floorplan.png
Bar = 20 um. Pins as bars on the die edge. Tap cells in grey.
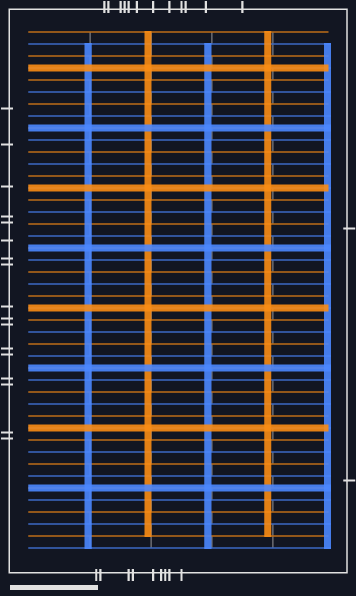
class_map.png
Bar = 20 um.
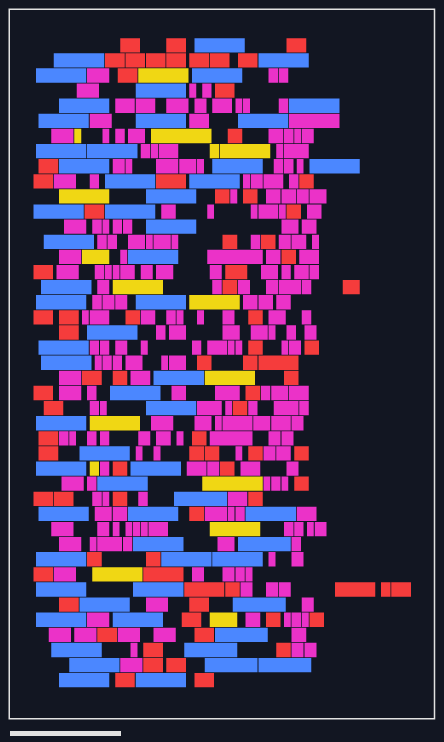
<file path="src/rtl/i2c_sub_ctrl.sv">
`default_nettype none
// +--------------------------------------------------------------------+
// | Module   : i2c_sub_ctrl                                            |
// | Brief    : I2C subordinate with 8-bit register pointer and strobed |
// |            register read/write port. Define I2C_SUB_GLITCH_FILT_EN |
// |            to add a 3-sample glitch filter on SCL/SDA.             |
// | Revision : 1.0                                                     |
// +--------------------------------------------------------------------+
module i2c_sub_ctrl #(
   parameter logic [6:0] DEV_ADDR = 7'h42
) (
   input  logic       clk,
   input  logic       rst_n,
   input  logic       scl_i,
   input  logic       sda_i,
   output logic       sda_oe,
   output logic       wr_valid,
   output logic [7:0] wr_addr,
   output logic [7:0] wr_data,
   output logic       rd_req,
   output logic [7:0] rd_addr,
   input  logic [7:0] rd_data,
   output logic       busy
);

   typedef enum logic [3:0] {
      S_IDLE      = 4'd0,
      S_ADDR      = 4'd1,
      S_ADDR_ACK  = 4'd2,
      S_WR_BYTE   = 4'd3,
      S_WR_ACK    = 4'd4,
      S_RD_LOAD   = 4'd5,
      S_RD_BYTE   = 4'd6,
      S_RD_ACK    = 4'd7,
      S_WAIT_STOP = 4'd8
   } state_t;

   logic [1:0] r_scl_sync, r_sda_sync;
   logic       r_scl_hist, r_sda_hist;
   logic       w_scl_f, w_sda_f;

   always_ff @(posedge clk or negedge rst_n) begin
      if (!rst_n) begin
         r_scl_sync <= 2'b11;
         r_sda_sync <= 2'b11;
      end else begin
         r_scl_sync <= {r_scl_sync[0], scl_i};
         r_sda_sync <= {r_sda_sync[0], sda_i};
      end
   end

`ifdef I2C_SUB_GLITCH_FILT_EN
   logic       r_scl_filt, r_sda_filt;
   logic [1:0] r_scl_run, r_sda_run;

   // A new level is accepted only after three consecutive differing samples.
   always_ff @(posedge clk or negedge rst_n) begin
      if (!rst_n) begin
         r_scl_filt <= 1'b1;
         r_sda_filt <= 1'b1;
         r_scl_run  <= 2'd0;
         r_sda_run  <= 2'd0;
      end else begin
         if (r_scl_sync[1] == r_scl_filt) begin
            r_scl_run <= 2'd0;
         end else if (r_scl_run == 2'd2) begin
            r_scl_filt <= r_scl_sync[1];
            r_scl_run  <= 2'd0;
         end else begin
            r_scl_run <= r_scl_run + 2'd1;
         end
         if (r_sda_sync[1] == r_sda_filt) begin
            r_sda_run <= 2'd0;
         end else if (r_sda_run == 2'd2) begin
            r_sda_filt <= r_sda_sync[1];
            r_sda_run  <= 2'd0;
         end else begin
            r_sda_run <= r_sda_run + 2'd1;
         end
      end
   end

   assign w_scl_f = r_scl_filt;
   assign w_sda_f = r_sda_filt;
`else
   assign w_scl_f = r_scl_sync[1];
   assign w_sda_f = r_sda_sync[1];
`endif

   always_ff @(posedge clk or negedge rst_n) begin
      if (!rst_n) begin
         r_scl_hist <= 1'b1;
         r_sda_hist <= 1'b1;
      end else begin
         r_scl_hist <= w_scl_f;
         r_sda_hist <= w_sda_f;
      end
   end

   logic w_start, w_stop, w_scl_rise, w_scl_fall;
   assign w_start    = w_scl_f & r_scl_hist & ~w_sda_f &  r_sda_hist;
   assign w_stop     = w_scl_f & r_scl_hist &  w_sda_f & ~r_sda_hist;
   assign w_scl_rise =  w_scl_f & ~r_scl_hist & ~w_start & ~w_stop;
   assign w_scl_fall = ~w_scl_f &  r_scl_hist & ~w_start & ~w_stop;

   state_t     r_state, w_state_nxt;
   logic [3:0] r_bit_cnt, w_bit_cnt_nxt;
   logic [7:0] r_shreg, w_shreg_nxt;
   logic [7:0] r_ptr, w_ptr_nxt;
   logic       r_have_ptr, w_have_ptr_nxt;
   logic       r_rw, w_rw_nxt;
   logic [1:0] r_ld_phase, w_ld_phase_nxt;
   logic       r_sda_oe, w_sda_oe_nxt;
   logic       r_wr_valid, w_wr_valid_nxt;
   logic [7:0] r_wr_addr, w_wr_addr_nxt;
   logic [7:0] r_wr_data, w_wr_data_nxt;
   logic       r_rd_req, w_rd_req_nxt;
   logic [7:0] r_rd_addr, w_rd_addr_nxt;
   logic [7:0] w_byte_in;

   always_ff @(posedge clk or negedge rst_n) begin
      if (!rst_n) begin
         r_state    <= S_IDLE;
         r_bit_cnt  <= 4'd0;
         r_shreg    <= 8'd0;
         r_ptr      <= 8'd0;
         r_have_ptr <= 1'b0;
         r_rw       <= 1'b0;
         r_ld_phase <= 2'd0;
         r_sda_oe   <= 1'b0;
         r_wr_valid <= 1'b0;
         r_wr_addr  <= 8'd0;
         r_wr_data  <= 8'd0;
         r_rd_req   <= 1'b0;
         r_rd_addr  <= 8'd0;
      end else begin
         r_state    <= w_state_nxt;
         r_bit_cnt  <= w_bit_cnt_nxt;
         r_shreg    <= w_shreg_nxt;
         r_ptr      <= w_ptr_nxt;
         r_have_ptr <= w_have_ptr_nxt;
         r_rw       <= w_rw_nxt;
         r_ld_phase <= w_ld_phase_nxt;
         r_sda_oe   <= w_sda_oe_nxt;
         r_wr_valid <= w_wr_valid_nxt;
         r_wr_addr  <= w_wr_addr_nxt;
         r_wr_data  <= w_wr_data_nxt;
         r_rd_req   <= w_rd_req_nxt;
         r_rd_addr  <= w_rd_addr_nxt;
      end
   end

   always_comb begin
      w_state_nxt    = r_state;
      w_bit_cnt_nxt  = r_bit_cnt;
      w_shreg_nxt    = r_shreg;
      w_ptr_nxt      = r_ptr;
      w_have_ptr_nxt = r_have_ptr;
      w_rw_nxt       = r_rw;
      w_ld_phase_nxt = r_ld_phase;
      w_sda_oe_nxt   = r_sda_oe;
      w_wr_valid_nxt = 1'b0;
      w_wr_addr_nxt  = r_wr_addr;
      w_wr_data_nxt  = r_wr_data;
      w_rd_req_nxt   = 1'b0;
      w_rd_addr_nxt  = r_rd_addr;
      w_byte_in      = {r_shreg[6:0], w_sda_f};

      if (w_stop) begin
         w_state_nxt  = S_IDLE;
         w_sda_oe_nxt = 1'b0;
      end else if (w_start) begin
         w_state_nxt   = S_ADDR;
         w_bit_cnt_nxt = 4'd0;
         w_sda_oe_nxt  = 1'b0;
      end else begin
         case (r_state)
            S_ADDR: begin
               if (w_scl_rise) begin
                  w_shreg_nxt   = w_byte_in;
                  w_bit_cnt_nxt = r_bit_cnt + 4'd1;
                  if (r_bit_cnt == 4'd7) begin
                     w_have_ptr_nxt = 1'b0;
                     w_rw_nxt       = w_byte_in[0];
                     w_state_nxt    = (w_byte_in[7:1] == DEV_ADDR) ? S_ADDR_ACK : S_WAIT_STOP;
                  end
               end
            end
            // Count 8 means "ACK not yet driven", 9 means "ACK on the bus".
            S_ADDR_ACK, S_WR_ACK: begin
               if (w_scl_fall) begin
                  if (r_bit_cnt == 4'd8) begin
                     w_sda_oe_nxt  = 1'b1;
                     w_bit_cnt_nxt = 4'd9;
                  end else begin
                     w_sda_oe_nxt  = 1'b0;
                     w_bit_cnt_nxt = 4'd0;
                     w_state_nxt   = S_WR_BYTE;
                  end
               end else if (w_scl_rise && (r_state == S_ADDR_ACK) && r_rw) begin
                  w_state_nxt    = S_RD_LOAD;
                  w_ld_phase_nxt = 2'd0;
               end
            end
            S_WR_BYTE: begin
               if (w_scl_rise) begin
                  w_shreg_nxt   = w_byte_in;
                  w_bit_cnt_nxt = r_bit_cnt + 4'd1;
                  if (r_bit_cnt == 4'd7) begin
                     w_state_nxt = S_WR_ACK;
                     if (r_have_ptr) begin
                        w_wr_valid_nxt = 1'b1;
                        w_wr_addr_nxt  = r_ptr;
                        w_wr_data_nxt  = w_byte_in;
                        w_ptr_nxt      = r_ptr + 8'd1;
                     end else begin
                        w_ptr_nxt      = w_byte_in;
                        w_have_ptr_nxt = 1'b1;
                     end
                  end
               end
            end
            // Request, wait one cycle for the register file, then capture.
            S_RD_LOAD: begin
               case (r_ld_phase)
                  2'd0: begin
                     w_rd_req_nxt   = 1'b1;
                     w_rd_addr_nxt  = r_ptr;
                     w_ld_phase_nxt = 2'd1;
                  end
                  2'd1: w_ld_phase_nxt = 2'd2;
                  default: begin
                     w_shreg_nxt   = rd_data;
                     w_ptr_nxt     = r_ptr + 8'd1;
                     w_bit_cnt_nxt = 4'd0;
                     w_state_nxt   = S_RD_BYTE;
                  end
               endcase
            end
            S_RD_BYTE: begin
               if (w_scl_fall) begin
                  if (r_bit_cnt == 4'd8) begin
                     w_sda_oe_nxt = 1'b0;
                     w_state_nxt  = S_RD_ACK;
                  end else begin
                     w_sda_oe_nxt  = ~r_shreg[7];
                     w_shreg_nxt   = {r_shreg[6:0], 1'b0};
                     w_bit_cnt_nxt = r_bit_cnt + 4'd1;
                  end
               end
            end
            S_RD_ACK: begin
               if (w_scl_rise) begin
                  w_ld_phase_nxt = 2'd0;
                  w_state_nxt    = w_sda_f ? S_WAIT_STOP : S_RD_LOAD;
               end
            end
            default: ;
         endcase
      end
   end

   assign sda_oe   = r_sda_oe;
   assign wr_valid = r_wr_valid;
   assign wr_addr  = r_wr_addr;
   assign wr_data  = r_wr_data;
   assign rd_req   = r_rd_req;
   assign rd_addr  = r_rd_addr;
   assign busy     = (r_state != S_IDLE);

endmodule
`default_nettype wire

</file>
<file path="config.mk">
export PLATFORM = sky130hd
export DESIGN_NAME = i2c_sub_ctrl
export DESIGN_NICKNAME = d
export VERILOG_FILES = /design/src/rtl/i2c_sub_ctrl.sv
export SDC_FILE = /design/constraint.sdc
export NUM_CORES = 1
export LEC_CHECK = 0
export CAP_MARGIN = 25
export CELL_PAD_IN_SITES_DETAIL_PLACEMENT = 0
export CELL_PAD_IN_SITES_GLOBAL_PLACEMENT = 1
export CORE_ASPECT_RATIO = 1.75
export CORE_MARGIN = 4
export CORE_UTILIZATION = 39
export DETAILED_ROUTE_END_ITERATION = 10
export PLACE_DENSITY = 0.83
export REMOVE_ABC_BUFFERS = 1
export SLEW_MARGIN = 20
export SYNTH_ARGS = -nofsm -noshare
export SYNTH_HDL_FRONTEND = slang
export SYNTH_SLANG_ARGS = --single-unit
</file>
<file path="constraint.sdc">
create_clock -name clk -period 2.1 [get_ports clk]
set_input_delay 0.315 -clock clk [delete_from_list [all_inputs] [get_ports clk]]
set_output_delay 0.315 -clock clk [all_outputs]
set_load 0.02 [all_outputs]
</file>
==> impl_table.tex <==
% Synthesis and place-and-route results
\begin{tabular}{lr}
\hline
Metric & Value \\
\hline
\multicolumn{2}{l}{\textbf{Timing}} \\
Setup repair after global routing missed its margin & true \\
\multicolumn{2}{l}{\textbf{Run status}} \\
Status & finished clean \\
\multicolumn{2}{l}{\textbf{Die}} \\
Die Wd & 76.2 um \\
\multicolumn{2}{l}{\textbf{Layout}} \\
Antenna diode instance count & 0 \\
Most frequent standard cell in the layout excluding fill and tap cells & sky130\_fd\_sc\_hd\_\_dfrtp\_1 \\
Share of cells above drive strength 1 & 0.272 \\
Final cell count without fillers & 483 \\
Final Net Count & 403 \\
\multicolumn{2}{l}{\textbf{Logic synthesis}} \\
Number of cells produced by synthesis & 311 \\
Cell variety after synth & 64 \\
Predominant post-synthesis flop cell & sky130\_fd\_sc\_hd\_\_dfrtp\_1 \\
Post-synth seq share & 0.483 \\
Synthesis-stage register bit count & 61 \\
Largest combinational cell category by area & AND-OR/OR-AND gates \\
Cell taking the most area after synthesis & sky130\_fd\_sc\_hd\_\_dfrtp\_1 \\
Yosys cell count & 311 \\
\multicolumn{2}{l}{\textbf{Routing}} \\
Average wire per cell in the routed design & 17.8 um \\
Number of violations reported at the end of detailed-routing iteration 0 & 217 \\
\multicolumn{2}{l}{\textbf{Global routing}} \\
Initial antenna violation count & 0 \\
\multicolumn{2}{l}{\textbf{Placement}} \\
Post-detailed-placement half-perimeter wirelength & 6.30 mm \\
Number of input and output port buffers inserted & 39 \\
\multicolumn{2}{l}{\textbf{CTS}} \\
Deepest clock path buffer count & 2 \\
H-tree depth & 3 \\
Clk slew on worst S/H paths & 0.05 ns \\
Insertion delay of the later-clocked pin in the worst-skew pair & 0.34 ns \\
\multicolumn{2}{l}{\textbf{Pwr}} \\
Power consumption & 0.00368 W \\
\multicolumn{2}{l}{\textbf{Setup path}} \\
Biggest fanout along the worst timing path & 8 \\
Setup crit end kind & register \\
\hline
\end{tabular}
About floorplan.png:
Orange stands for VDD. Blue stands for VSS.
The core has 43 rows. 40 signal pins sit on the boundary. 90 tap cells.

About class_map.png:
Yellow stands for clock drivers and dummy loads, cells 16. Blue stands for registers, cells 61. Red stands for remaining buffers and delay cells, cells 82. Magenta stands for remaining logic cells, cells 234.
register share of the cell area: 0.351
standard cell core area: 0.00796 sq mm
post-route standard cell area excluding fillers: 0.00437 sq mm
standard-cell rows: 43

[per-layer routing]
layer	up-vias	track usage
met3	25	0.0430
met2	70	0.343
li1	1291	-
met1	1330	0.180
met5	-	0
met4	0	0.109
[path summary, 6_finish.rpt]
kind | endpoint | slack [ns] | depth (start not counted)
min in group asynchronous | r_state[0]$_DFFE_PN0P_ | 0.52 | 3
worst max register to register | r_shreg[3]$_DFFE_PN0P_ | 0.05 | 8
max in group asynchronous | r_sda_sync[1]$_DFF_PN1_ | 1.29 | 3
worst max-delay path | r_shreg[3]$_DFFE_PN0P_ | 0.05 | 8
worst min register to register | r_scl_sync[1]$_DFF_PN1_ | 0.35 | 0
worst min-delay path | r_scl_sync[1]$_DFF_PN1_ | 0.35 | 0
[power by group]
| part | total (W) | internal [W] | switching (W) |
|---|---|---|---|
| combinational | 0.000719 | 0.000328 | 0.000391 |
| sequential | 0.00136 | 0.00125 | 0.000105 |
| clock | 0.00160 | 0.00110 | 0.000503 |
| total | 0.00368 | 0.00268 | 0.000999 |
[area by class of cell]
cell class	instances	area, sq um	share of cell area
inverter	8	30.0	0.00687
clock buffer	12	256	0.0587
clock inverter	4	70.1	0.0160
tap	90	113	0.0258
sequential	61	1540	0.351
multi-input combinational	226	1600	0.365
timing repair buffer	82	771	0.176
[per-stage QoR]
step	instance area, sq um	setup TNS [ns]	setup slack, ns
detailed placement	3910	-0.469	-0.149
CTS	4300	0	0.00130
global placement	3910	-0.128	-0.0905
global route	4370	-0.0292	-0.0143
floorplan	3100	-2.06	-0.211
finish	4370	0	0.0513
[Yosys cell counts (7+ instances only)]
master                     number
sky130_fd_sc_hd__a21oi_1       28
sky130_fd_sc_hd__clkbuf_1       7
sky130_fd_sc_hd__dfrtp_1       55
sky130_fd_sc_hd__inv_1          8
sky130_fd_sc_hd__mux2_1         7
sky130_fd_sc_hd__mux2_2        17
sky130_fd_sc_hd__mux2i_1        9
sky130_fd_sc_hd__nand2_1       21
sky130_fd_sc_hd__nand2b_1       7
sky130_fd_sc_hd__nand3_1       11
sky130_fd_sc_hd__nor2_1        30
sky130_fd_sc_hd__o21ai_0       15
sky130_fd_sc_hd__o22ai_1        7
[flip-flops by register name (all words and copies together) (netlist names), 2 cells and up]
register	flops
r_bit_cnt	4
r_ptr	8
r_state	4
r_sda_sync	2
wr_data	8
r_scl_sync	2
rd_addr	8
r_ld_phase	2
r_shreg	8
wr_addr	8
[critical path, stage by stage, from the launching register on]
cell                        delay, ns
sky130_fd_sc_hd__dfrtp_1         0.40
sky130_fd_sc_hd__inv_2           0.08
sky130_fd_sc_hd__ha_4            0.16
sky130_fd_sc_hd__and3b_2         0.20
sky130_fd_sc_hd__or3_4           0.37
sky130_fd_sc_hd__a2111oi_4       0.34
sky130_fd_sc_hd__buf_4           0.18
sky130_fd_sc_hd__buf_8           0.13
sky130_fd_sc_hd__a21oi_1         0.07
[timing repair]
item / in CTS / in global routing
hold buffers: 1 / 0
buffers inserted: 5 / 2
gates cloned: 1 / 0
hold endpoints to repair: 1 / 0
endpoints found under the setup margin: 22 / 34
pin swaps: 1 / 1
gates resized: 8 / 15
No activity file was given, so power comes from the tool's default toggle rates.
